==> images/wire_density.png <==
The bar under the picture is 20 um long. The die is cut into 20 by 15 equal tiles; dark blue is low, red is high, scaled to the fullest tile. Values are wire area over tile area, all layers added.
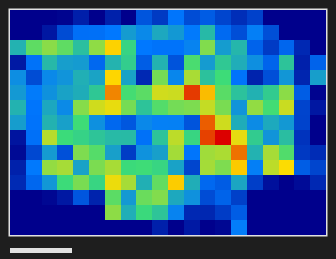
==> images/met1.png <==
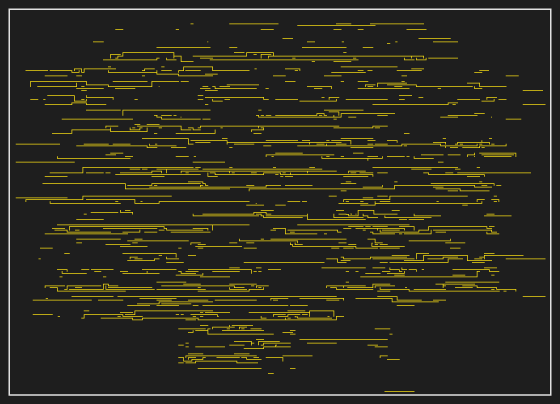
==> images/cell_classes.png <==
Fill, decap, tap and diode cells in grey.
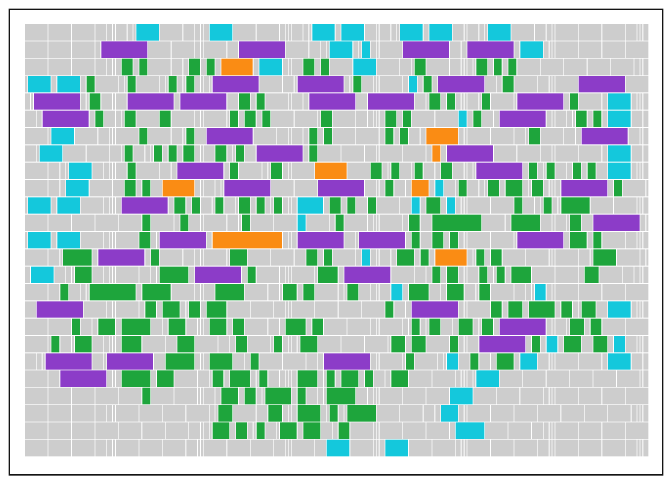
==> images/met3.png <==
The bar under the picture is 20 um long.
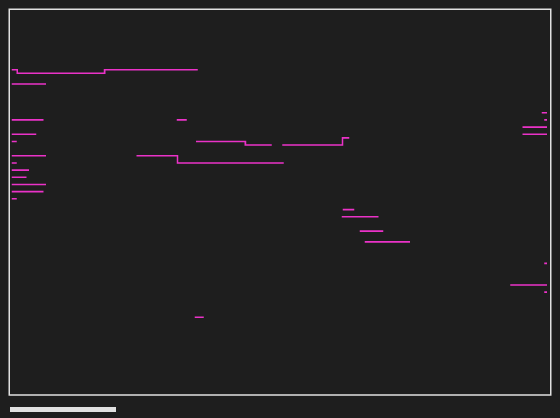
**config.mk**
```make
export PLATFORM = sky130hd
export DESIGN_NAME = program_loader
export DESIGN_NICKNAME = d
export VERILOG_FILES = /design/src/rtl/program_loader_pkg.sv /design/src/rtl/program_loader.sv
export SDC_FILE = /design/constraint.sdc
export NUM_CORES = 1
export LEC_CHECK = 0
export CELL_PAD_IN_SITES_DETAIL_PLACEMENT = 1
export CELL_PAD_IN_SITES_GLOBAL_PLACEMENT = 2
export CORE_ASPECT_RATIO = 0.7
export CORE_MARGIN = 2
export CORE_UTILIZATION = 30
export CTS_CLUSTER_DIAMETER = 100
export CTS_CLUSTER_SIZE = 10
export DETAILED_ROUTE_END_ITERATION = 10
export GPL_TIMING_DRIVEN = 0
export PLACE_DENSITY = 0.76
export SKIP_LAST_GASP = 1
export SLEW_MARGIN = 20
export SYNTH_ARGS = -nofsm -noshare
export SYNTH_HDL_FRONTEND = slang
export SYNTH_SLANG_ARGS = --single-unit
```
**constraint.sdc**
```tcl
create_clock -name clk -period 2.8 [get_ports clk]
set_input_delay 0.56 -clock clk [delete_from_list [all_inputs] [get_ports clk]]
set_output_delay 0.56 -clock clk [all_outputs]
set_load 0.05 [all_outputs]
```
**src/rtl/program_loader_pkg.sv**
```systemverilog
// Shared types and widths for the boot-time program loader.
// The loader's FSM state encoding and byte/checksum widths live here.
package program_loader_pkg;

  localparam int unsigned BYTE_W = 8;
  localparam int unsigned CSUM_W = 8;

  typedef enum logic [2:0] {
    IDLE,
    LOAD_LO,
    LOAD_HI,
    CHECK,
    RUN,
    ERR
  } loader_state_t;

endpackage

```
**src/rtl/program_loader.sv**
```systemverilog
// Assembles a little-endian byte stream into instruction words, writes them to
// instruction memory in order and releases the CPU only after a valid checksum.
module program_loader
  import program_loader_pkg::*;
#(
  parameter int unsigned INSTRUCTION_LEN      = 16,
  parameter int unsigned INSTRUCTION_MEM_SIZE = 8
) (
  input  logic                                    clk,
  input  logic                                    reset,
  input  logic                                    start,
  input  logic                                    byte_valid,
  input  logic [BYTE_W-1:0]                       byte_data,
  output logic                                    byte_ready,
  output logic                                    imem_we,
  output logic [$clog2(INSTRUCTION_MEM_SIZE)-1:0] imem_addr,
  output logic [INSTRUCTION_LEN-1:0]              imem_wdata,
  output logic                                    busy,
  output logic                                    cpu_run,
  output logic                                    err
);

  localparam int unsigned AddrW = $clog2(INSTRUCTION_MEM_SIZE);
  localparam logic [AddrW-1:0] LastIdx = AddrW'(INSTRUCTION_MEM_SIZE - 1);

  loader_state_t               state_q, state_d;
  logic [AddrW-1:0]            idx_q, idx_d;
  logic [CSUM_W-1:0]           acc_q, acc_d;
  logic [BYTE_W-1:0]           lo_q, lo_d;
  logic                        we_q, we_d;
  logic [AddrW-1:0]            addr_q, addr_d;
  logic [INSTRUCTION_LEN-1:0]  wdata_q, wdata_d;
  logic [CSUM_W-1:0]           acc_sum;

  // byte_ready depends on state only; valid never feeds back into it.
  always_comb begin
    byte_ready = (state_q == LOAD_LO) || (state_q == LOAD_HI) || (state_q == CHECK);
    busy       = byte_ready;
    cpu_run    = (state_q == RUN);
    err        = (state_q == ERR);
    imem_we    = we_q;
    imem_addr  = addr_q;
    imem_wdata = wdata_q;
  end

  always_comb begin
    state_d = state_q;
    idx_d   = idx_q;
    acc_d   = acc_q;
    lo_d    = lo_q;
    we_d    = 1'b0;
    addr_d  = addr_q;
    wdata_d = wdata_q;
    acc_sum = acc_q + byte_data;

    unique case (state_q)
      IDLE, RUN, ERR: begin
        if (start) begin
          state_d = LOAD_LO;
          idx_d   = '0;
          acc_d   = '0;
        end
      end
      LOAD_LO: begin
        if (byte_valid) begin
          lo_d    = byte_data;
          acc_d   = acc_sum;
          state_d = LOAD_HI;
        end
      end
      LOAD_HI: begin
        if (byte_valid) begin
          acc_d   = acc_sum;
          we_d    = 1'b1;
          addr_d  = idx_q;
          wdata_d = {byte_data, lo_q};
          if (idx_q == LastIdx) begin
            state_d = CHECK;
          end else begin
            idx_d   = idx_q + AddrW'(1);
            state_d = LOAD_LO;
          end
        end
      end
      CHECK: begin
        if (byte_valid) begin
          state_d = (acc_sum == '0) ? RUN : ERR;
        end
      end
      default: state_d = IDLE;
    endcase
  end

  // Reset has priority, so a write pending from the same edge is dropped.
  always_ff @(posedge clk) begin
    if (reset) begin
      state_q <= IDLE;
      idx_q   <= '0;
      acc_q   <= '0;
      lo_q    <= '0;
      we_q    <= 1'b0;
      addr_q  <= '0;
      wdata_q <= '0;
    end else begin
      state_q <= state_d;
      idx_q   <= idx_d;
      acc_q   <= acc_d;
      lo_q    <= lo_d;
      we_q    <= we_d;
      addr_q  <= addr_d;
      wdata_q <= wdata_d;
    end
  end

endmodule

```
==> impl_metrics.yaml <==
# yosys + openroad results
worst_hold_path:
  min_path_type: "flop to flop"
  min_from: "imem_wdata[1]$_SDFFE_PP0P_"
  hold_path_depth: 2
  worst_hold_path.endpoint: "imem_wdata[1]$_SDFFE_PP0P_"
setup_path:
  slowest_delay_ns: 0.84
  worst_path_max_delay_cell: "clkdlybuf4s50_1"
pwr:
  power_leader: "sequential cells"
  total_power_w: 0.00136
final_layout:
  inv_count: 6
  antenna_cells: 0
  buf_share_pct: 15.9
  final_cells: 389
  area.growth.synth_to_final_pct: 27.9
  finalNetCount: 316
  comb_cells: 190
  dominant_cells: "logic gates"
  buffers: 49
  seq_area_sq_um: 841
synth:
  avgSynthCellArea_sq_um: 8.00
  ys.flops: 42
  mux_area_share_pct: 0.493
final_timing:
  finalMaxSlewViolations: 0
  min_period_ns: 2.66
  setup_viol: 0
  hold_violations: 0
global_route:
  grt_pass1_vias: 1963
  overflow: 0
routing:
  m1WireLength_mm: 3.15
  wl_met3_um: 176
clock_tree:
  cts_resized: 0
  cts_setup_buffers: 0
  clock_latency_ns: 0.30
  cts.sinks: 42
flow_run:
  max_cap_violations: 0
placed_design:
  dp_slack_ns: -0.175
  dp.cells: 381
status:
  status: "finished, final reports clean"
Notes on wire_density.png above:
The emptiest ninth of the die: bottom right. The densest ninth of the die: middle. 19% of the tiles are nearly empty.
via count: 1917
final WL: 5.90 mm
drt wl/cell: 15.2 um

Notes on met1.png above:
The longest straight run is 41.4 um. 291 nets have wire on it. The layer carries 3150 um of wire. The wires run mostly horizontal.
met1 Resource Use GR: 24.9%

Notes on cell_classes.png above:
Orange stands for clock drivers and dummy loads, cells 8, share of their area 4.4%. Cyan stands for other buffers and delay cells, cells 49, share of their area 17%. Green stands for all other logic, cells 196, share of their area 45%. Purple stands for flops, cells 42, share of their area 34%.
core area: 6660 sq um
row count: 25
final core area utilization: 39.0%

Notes on met3.png above:
The layer carries 177 um of wire. The layer holds 3.0% of the routed length. The longest straight run is 20.0 um.
routing usage on met3: 3.45%

[registers in the layout, summed over array words and instances (netlist names)]
signal      count
imem_wdata     16
acc_q           8
state_q         3
lo_q            8
idx_q           3
imem_we         1
imem_addr       3
[synth_stat cells (all sizes together), types with 4 or more instances]
library cell  instances  area [sq um]
nand2                61           229
dfxtp                42           841
a21oi                41           205
nor2                 18          67.6
ha                    9           113
buf                   8          51.3
clkbuf                8          30.0
a22oi                 7          52.6
inv                   6          22.5
nand2b                5          31.3
o21ai                 5          25.0
nand3b                4          30.0
nor3                  4          20.0
nor3b                 4          30.0
nor4                  4          40.0
[through the flow]
stage	cell area [sq um]	setup TNS (ns)
global route	2600	0
CTS	2590	0
detailed placement	2480	-0.298
finish	2600	0
global placement	2480	-0.247
floorplan	2030	0
Power and IR drop assume default switching activity.
